`src/rtl/mips_pkg.sv`:
```
// Shared MIPS definitions: mult/div unit enums plus the SPECIAL-opcode funct codes
// that the CPU decoder and the multiply/divide unit both rely on.
package mips_pkg;

  typedef enum logic [1:0] {
    MD_MULT  = 2'd0,
    MD_MULTU = 2'd1,
    MD_DIV   = 2'd2,
    MD_DIVU  = 2'd3
  } muldiv_op_t;

  typedef enum logic [1:0] {
    IDLE = 2'd0,
    MUL  = 2'd1,
    DIV  = 2'd2,
    FIX  = 2'd3
  } muldiv_state_t;

  // HI/LO instructions all live under the SPECIAL opcode, selected by funct.
  localparam logic [5:0] OPC_SPECIAL = 6'h00;
  localparam logic [5:0] FUNCT_MFHI  = 6'h10;
  localparam logic [5:0] FUNCT_MTHI  = 6'h11;
  localparam logic [5:0] FUNCT_MFLO  = 6'h12;
  localparam logic [5:0] FUNCT_MTLO  = 6'h13;
  localparam logic [5:0] FUNCT_MULT  = 6'h18;
  localparam logic [5:0] FUNCT_MULTU = 6'h19;
  localparam logic [5:0] FUNCT_DIV   = 6'h1A;
  localparam logic [5:0] FUNCT_DIVU  = 6'h1B;

endpackage

```
`src/rtl/mips_muldiv_unit_if.sv`:
```
// CPU-side request/response bundle of the multiply/divide unit.
interface mips_muldiv_unit_if
  import mips_pkg::*;
#(
  parameter int WIDTH = 32
);
  logic             start;
  muldiv_op_t       op;
  logic [WIDTH-1:0] op_a;
  logic [WIDTH-1:0] op_b;
  logic             mthi;
  logic             mtlo;
  logic             busy;
  logic             done;
  logic [WIDTH-1:0] hi;
  logic [WIDTH-1:0] lo;

  modport master (output start, op, op_a, op_b, mthi, mtlo,
                  input  busy, done, hi, lo);
  modport slave  (input  start, op, op_a, op_b, mthi, mtlo,
                  output busy, done, hi, lo);
endinterface

```
`src/rtl/muldiv_datapath.sv`:
```
// One iteration of shift-add multiply (MUL_STEP_BITS multiplier bits) or restoring
// divide (one quotient bit); purely combinational, the caller holds the state.
module muldiv_datapath #(
  parameter int WIDTH         = 32,
  parameter int MUL_STEP_BITS = 1
) (
  input  logic               is_div,
  input  logic [2*WIDTH-1:0] acc,
  input  logic [2*WIDTH-1:0] mcand,
  input  logic [WIDTH-1:0]   mplier,
  output logic [2*WIDTH-1:0] acc_next,
  output logic [2*WIDTH-1:0] mcand_next,
  output logic [WIDTH-1:0]   mplier_next
);

  logic [2*WIDTH-1:0] pp [MUL_STEP_BITS];
  logic [2*WIDTH-1:0] mul_sum;
  logic [WIDTH:0]     trial;
  logic [WIDTH-1:0]   diff;
  logic               ge;

  genvar gi;
  generate
    for (gi = 0; gi < MUL_STEP_BITS; gi++) begin : g_pp
      assign pp[gi] = mplier[gi] ? (mcand << gi) : '0;
    end
  endgenerate

  always_comb begin
    mul_sum = acc;
    for (int i = 0; i < MUL_STEP_BITS; i++) begin
      mul_sum = mul_sum + pp[i];
    end
  end

  // Divide: acc[WIDTH-1:0] is the partial remainder, mplier shifts the dividend out
  // of its top while quotient bits enter at the bottom, mcand holds the divisor.
  assign trial = {acc[WIDTH-1:0], mplier[WIDTH-1]};
  assign ge    = trial >= {1'b0, mcand[WIDTH-1:0]};
  assign diff  = trial[WIDTH-1:0] - mcand[WIDTH-1:0];

  always_comb begin
    if (is_div) begin
      acc_next    = {{WIDTH{1'b0}}, (ge ? diff : trial[WIDTH-1:0])};
      mcand_next  = mcand;
      mplier_next = {mplier[WIDTH-2:0], ge};
    end else begin
      acc_next    = mul_sum;
      mcand_next  = mcand << MUL_STEP_BITS;
      mplier_next = mplier >> MUL_STEP_BITS;
    end
  end

endmodule

```
`src/rtl/mips_muldiv_unit.sv`:
```
// Iterative MIPS multiply/divide unit owning HI/LO; start/busy/done handshake.
// Optional MIPS_MULDIV_EARLY_OUT_EN ends a multiply once the remaining multiplier bits are zero.
module mips_muldiv_unit
  import mips_pkg::*;
#(
  parameter int WIDTH         = 32,
  parameter int MUL_STEP_BITS = 1
) (
  input  logic                clk,
  input  logic                reset,
  input  logic                clk_enable,
  mips_muldiv_unit_if.slave   bus
);

  localparam int N_MUL = WIDTH / MUL_STEP_BITS;
  localparam int N_DIV = WIDTH;
  localparam int CW    = $clog2(WIDTH);

  muldiv_state_t      state_reg, state_next;
  muldiv_op_t         op_reg;
  logic               neg_res_reg, neg_rem_reg, div0_reg, done_reg;
  logic [CW-1:0]      count_reg;
  logic [2*WIDTH-1:0] acc_reg, mcand_reg, acc_step, mcand_step;
  logic [WIDTH-1:0]   mplier_reg, mplier_step;
  logic [WIDTH-1:0]   hi_reg, lo_reg, fix_hi, fix_lo;
  logic [WIDTH-1:0]   a_mag, b_mag;
  logic               a_neg, b_neg, move, launch, early_out;

  assign move   = bus.mthi | bus.mtlo;
  assign launch = bus.start & ~move & (state_reg == IDLE);

  // op[0]=0 selects the signed variants (MULT, DIV).
  assign a_neg = ~bus.op[0] & bus.op_a[WIDTH-1];
  assign b_neg = ~bus.op[0] & bus.op_b[WIDTH-1];
  assign a_mag = a_neg ? -bus.op_a : bus.op_a;
  assign b_mag = b_neg ? -bus.op_b : bus.op_b;

  muldiv_datapath #(
    .WIDTH         (WIDTH),
    .MUL_STEP_BITS (MUL_STEP_BITS)
  ) u_datapath (
    .is_div      (state_reg == DIV),
    .acc         (acc_reg),
    .mcand       (mcand_reg),
    .mplier      (mplier_reg),
    .acc_next    (acc_step),
    .mcand_next  (mcand_step),
    .mplier_next (mplier_step)
  );

`ifdef MIPS_MULDIV_EARLY_OUT_EN
  assign early_out = (state_reg == MUL) && (mplier_step == '0);
`else
  assign early_out = 1'b0;
`endif

  always_comb begin
    state_next = state_reg;
    if (move) begin
      state_next = IDLE;
    end else begin
      case (state_reg)
        IDLE: if (bus.start) state_next = bus.op[1] ? DIV : MUL;
        MUL:  if (count_reg == CW'(N_MUL - 1) || early_out) state_next = FIX;
        DIV:  if (count_reg == CW'(N_DIV - 1)) state_next = FIX;
        FIX:  state_next = IDLE;
        default: state_next = IDLE;
      endcase
    end
  end

  // Division by zero leaves the dividend magnitude as remainder, so re-applying the
  // dividend sign reproduces the raw op_a; only the quotient needs forcing.
  always_comb begin
    fix_hi = hi_reg;
    fix_lo = lo_reg;
    case (op_reg)
      MD_MULT, MD_MULTU: {fix_hi, fix_lo} = neg_res_reg ? -acc_reg : acc_reg;
      default: begin
        fix_lo = div0_reg ? '1 : (neg_res_reg ? -mplier_reg : mplier_reg);
        fix_hi = neg_rem_reg ? -acc_reg[WIDTH-1:0] : acc_reg[WIDTH-1:0];
      end
    endcase
  end

  always_ff @(posedge clk or posedge reset) begin
    if (reset) begin
      state_reg   <= IDLE;
      op_reg      <= MD_MULT;
      neg_res_reg <= 1'b0;
      neg_rem_reg <= 1'b0;
      div0_reg    <= 1'b0;
      done_reg    <= 1'b0;
      count_reg   <= '0;
      acc_reg     <= '0;
      mcand_reg   <= '0;
      mplier_reg  <= '0;
      hi_reg      <= '0;
      lo_reg      <= '0;
    end else if (clk_enable) begin
      state_reg <= state_next;
      done_reg  <= (state_reg == FIX) && !move;
      if (launch) begin
        op_reg      <= bus.op;
        neg_res_reg <= a_neg ^ b_neg;
        neg_rem_reg <= a_neg;
        div0_reg    <= (bus.op_b == '0);
        count_reg   <= '0;
        acc_reg     <= '0;
        mcand_reg   <= {{WIDTH{1'b0}}, (bus.op[1] ? b_mag : a_mag)};
        mplier_reg  <= bus.op[1] ? a_mag : b_mag;
      end else if (state_reg == MUL || state_reg == DIV) begin
        count_reg  <= count_reg + 1'b1;
        acc_reg    <= acc_step;
        mcand_reg  <= mcand_step;
        mplier_reg <= mplier_step;
      end
      if (state_reg == FIX && !move) begin
        hi_reg <= fix_hi;
        lo_reg <= fix_lo;
      end
      if (bus.mthi) hi_reg <= bus.op_a;
      if (bus.mtlo) lo_reg <= bus.op_a;
    end
  end

  assign bus.busy = (state_reg != IDLE);
  assign bus.done = done_reg;
  assign bus.hi   = hi_reg;
  assign bus.lo   = lo_reg;

endmodule

```
`src/flat_wrapper.sv`:
```
// flat-port wrapper written by rule: the top's interface ports become plain ports
module mips_muldiv_unit_flat import mips_pkg::*;
#(
  parameter int WIDTH         = 32,
  parameter int MUL_STEP_BITS = 1
)
  (clk, reset, clk_enable, bus_start, bus_op, bus_op_a, bus_op_b, bus_mthi, bus_mtlo, bus_busy, bus_done, bus_hi, bus_lo);
  mips_muldiv_unit_if #(.WIDTH(WIDTH)) bus_i ();
  input  logic clk;
  input  logic reset;
  input  logic clk_enable;
  input wire logic [$bits(bus_i.start)-1:0] bus_start;
  input wire logic [$bits(bus_i.op)-1:0] bus_op;
  input wire logic [$bits(bus_i.op_a)-1:0] bus_op_a;
  input wire logic [$bits(bus_i.op_b)-1:0] bus_op_b;
  input wire logic [$bits(bus_i.mthi)-1:0] bus_mthi;
  input wire logic [$bits(bus_i.mtlo)-1:0] bus_mtlo;
  output wire logic [$bits(bus_i.busy)-1:0] bus_busy;
  output wire logic [$bits(bus_i.done)-1:0] bus_done;
  output wire logic [$bits(bus_i.hi)-1:0] bus_hi;
  output wire logic [$bits(bus_i.lo)-1:0] bus_lo;
  assign bus_i.start = bus_start;
  assign bus_i.op = bus_op;
  assign bus_i.op_a = bus_op_a;
  assign bus_i.op_b = bus_op_b;
  assign bus_i.mthi = bus_mthi;
  assign bus_i.mtlo = bus_mtlo;
  assign bus_busy = bus_i.busy;
  assign bus_done = bus_i.done;
  assign bus_hi = bus_i.hi;
  assign bus_lo = bus_i.lo;
  mips_muldiv_unit #(.WIDTH(WIDTH), .MUL_STEP_BITS(MUL_STEP_BITS)) u_core (.clk(clk), .reset(reset), .clk_enable(clk_enable), .bus(bus_i));
endmodule
```
`config.mk`:
```
export PLATFORM = sky130hd
export DESIGN_NAME = mips_muldiv_unit_flat
export DESIGN_NICKNAME = d
export VERILOG_FILES = /design/src/rtl/mips_pkg.sv /design/src/rtl/mips_muldiv_unit_if.sv /design/src/rtl/muldiv_datapath.sv /design/src/rtl/mips_muldiv_unit.sv /design/src/flat_wrapper.sv
export SDC_FILE = /design/constraint.sdc
export NUM_CORES = 1
export LEC_CHECK = 0
export CAP_MARGIN = 10
export CORE_UTILIZATION = 45
export CTS_CLUSTER_SIZE = 8
export DETAILED_ROUTE_END_ITERATION = 10
export PLACE_DENSITY = 0.66
export REMOVE_ABC_BUFFERS = 1
export SETUP_SLACK_MARGIN = 0.05
export SKIP_CTS_REPAIR_TIMING = 1
export SLEW_MARGIN = 20
export SYNTH_ARGS = -nofsm -noshare
export SYNTH_HDL_FRONTEND = slang
export SYNTH_SLANG_ARGS = --single-unit
```
`constraint.sdc`:
```
create_clock -name clk -period 8 [get_ports clk]
set_input_delay 2 -clock clk [delete_from_list [all_inputs] [get_ports clk]]
set_output_delay 2 -clock clk [all_outputs]
set_load 0.02 [all_outputs]
```
==> images/pins.png <==
Pins as bars across the die edge, other pins in grey.
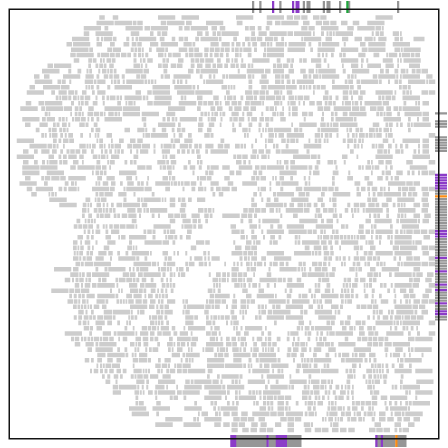
legend:
  bus_op:
    colour: orange
    pins: 2
    direction: input
    edge: 1 right, 1 bottom
  reset:
    colour: green
    pins: 1
    direction: input
    edge: top
  bus_op_a:
    colour: purple
    pins: 32
    direction: input
    edge: 16 right, 12 bottom, 4 top
all pins by edge: 65 right, 56 bottom, 17 top

==> images/final_congestion.png <==
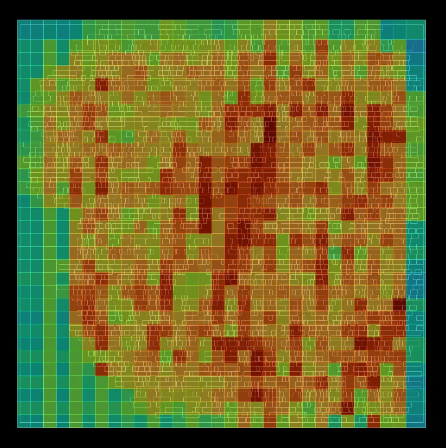
grt met1 use: 45.35%
met2 Usage GRT: 47.20%
gr busiest metal: met2
Routed wire per std cell: 22.43 um
Global Route met3 Usage: 4.333%

==> images/clock_map.png <==
Bar = 50 um.
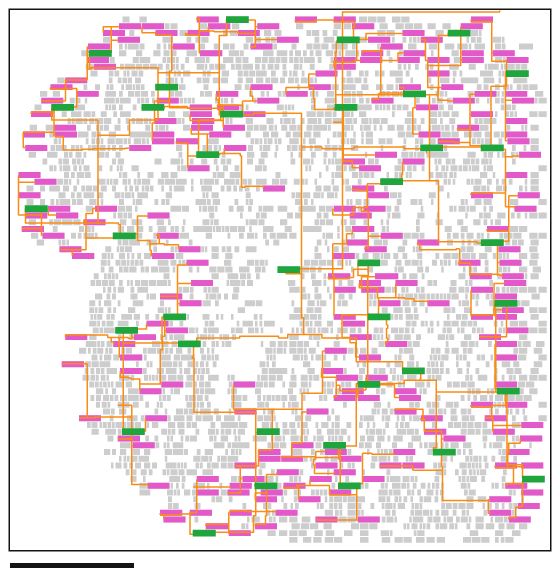
legend:
  flip-flops:
    colour: magenta
    count: 236
  clock wires:
    colour: orange
    length: 4,150 um
  cells driving clock nets:
    colour: green
    count: 36
flops lie: all over the die
Clk Latency, worst-skew pair: 0.56 ns
power share of the clock group: 17.9%

==> summary.txt <==
run results: Setup Skew 0.02533 ns, Overall Power 8149 uW, Clock Tree Root clkbuf_16, ys flops 236, Data arrival, critical path 5.91 ns, TritonCTS clock tree yes, placed cells 3,292, Final Hold Viols 0, layout cells sized above 1 5.296%, slew margin rel. 23.45%, top-area cell type share of the netlist area 28.30%, Seq share, synth 28.30%, Cell area leaders dfrtp_1 (28%), xnor2_1 (7.3%), o21ai_0 (6.6%), die area 47,250 um^2, Largest stage delay, worst path 0.70 ns, register area 5908 um^2, area delta synth->final 12.97%, Max Slew Vio Count 0, pre-CTS WS 2.071 ns, I/O Pins 138, CP Max Fanout 4, die span in x 217.4 um, yosys warns 0, 1st-iter DRT viols 2,194, I/O Buffers 137, Chip Area, Yosys 20,870 um^2, number of fill cells 4,363, WHS 0.4707 ns, count of different cell masters after synthesis 79, clock transition at the registers of the reported paths 0.05 ns, Crit path top cell by count nand3b_1, Final HPWL DP 55.36 mm, Initial DRT Pass Iterations 5, GP Congestion 0.9798, kind of critical path input port to register, slack of the critical path 2.504 ns, Synth area leader dfrtp_1, most numerous logic cells after layout nand2_1 (286), nor2_1 (275), o21ai_0 (275), a21oi_1 (266), dfrtp_1 (234), via count 21,010, Via density 6.291, status finished, final reports clean, Die Ht 217.4 um, grt ovf 0
how the worst min path moves through the flow:
stage                                     start                                to  slack [ns]  depth (start not counted)
2_1_floorplan  u_core.mcand_reg[32]$_DFFE_PP0P_  u_core.mcand_reg[32]$_DFFE_PP0P_        0.46                          2
3_3_place_gp      u_core.bus.lo[25]$_DFFE_PP0P_     u_core.bus.lo[25]$_DFFE_PP0P_        0.46                          2
3_5_place_dp      u_core.bus.hi[25]$_DFFE_PP0P_     u_core.bus.hi[25]$_DFFE_PP0P_        0.47                          2
4_1_cts           u_core.bus.hi[25]$_DFFE_PP0P_     u_core.bus.hi[25]$_DFFE_PP0P_        0.48                          2
5_1_grt           u_core.bus.hi[25]$_DFFE_PP0P_     u_core.bus.hi[25]$_DFFE_PP0P_        0.50                          2
6_report          u_core.bus.hi[25]$_DFFE_PP0P_     u_core.bus.hi[25]$_DFFE_PP0P_        0.47                          2
per-stage QoR:
step | setup TNS (ns) | utilization, %
5_1_grt | 0 | 51.73
6_report | 0 | 51.74
2_1_floorplan | -112.03 | -
4_1_cts | 0 | 51.73
3_5_place_dp | 0 | 49.46
3_3_place_gp | 0 | 49.46
synthesized netlist by cell type, types with 30 or more instances:
| cell type | count |
|---|---|
| o21ai_0 | 276 |
| inv_1 | 68 |
| dfrtp_1 | 236 |
| nor3_1 | 31 |
| xnor2_1 | 173 |
| xor2_1 | 96 |
| nand2_1 | 286 |
| a22oi_1 | 54 |
| o22ai_1 | 38 |
| a22o_1 | 36 |
| mux2i_1 | 30 |
| or3_1 | 34 |
| clkbuf_1 | 151 |
| o31ai_1 | 46 |
| nor2_1 | 278 |
| and2_1 | 48 |
| a211oi_1 | 33 |
| nand3_1 | 34 |
| a21oi_1 | 266 |
| ha_1 | 105 |
| a21o_1 | 44 |
power by group:
part	switching, uW	internal [uW]
sequential	542	1500
clock	582	877
combinational	2800	1840
worst max-delay path: cells and delay by family:
family          cells  cell delay (ns)
mux                 1             0.10
simple gates        6             2.41
buf+inv             1             0.50
xor+xnor            1             0.24
compound gates      3             0.64
cells by family after synthesis:
logic type / count (synthesis) / share of synthesized area, %
adders and majority gates: 107 / 6.486
muxes: 45 / 2.248
xor gates and xnor gates: 269 / 11.29
AOI/OAI and AO/OA: 931 / 27.36
DFF: 236 / 28.30
and+or+nand+nor: 870 / 19.63
buffers and inverters: 252 / 4.694
per-layer routing:
layer,global-route usage [%],share of wire [%]
met2,47.20,43
met1,45.35,45
met4,12.14,3.8
met5,0,0.017
met3,4.333,8.0
layout make-up:
class	count	share of cell area (%)
antenna	1	0.01061
inverter	70	1.146
tap	600	3.184
timing repair buffer	164	6.644
sequential	236	25.06
multi-input combinational	2222	59.57
clock buffer	44	4.298
clock inverter	2	0.09021
Power is estimated from default activity; no workload was simulated.
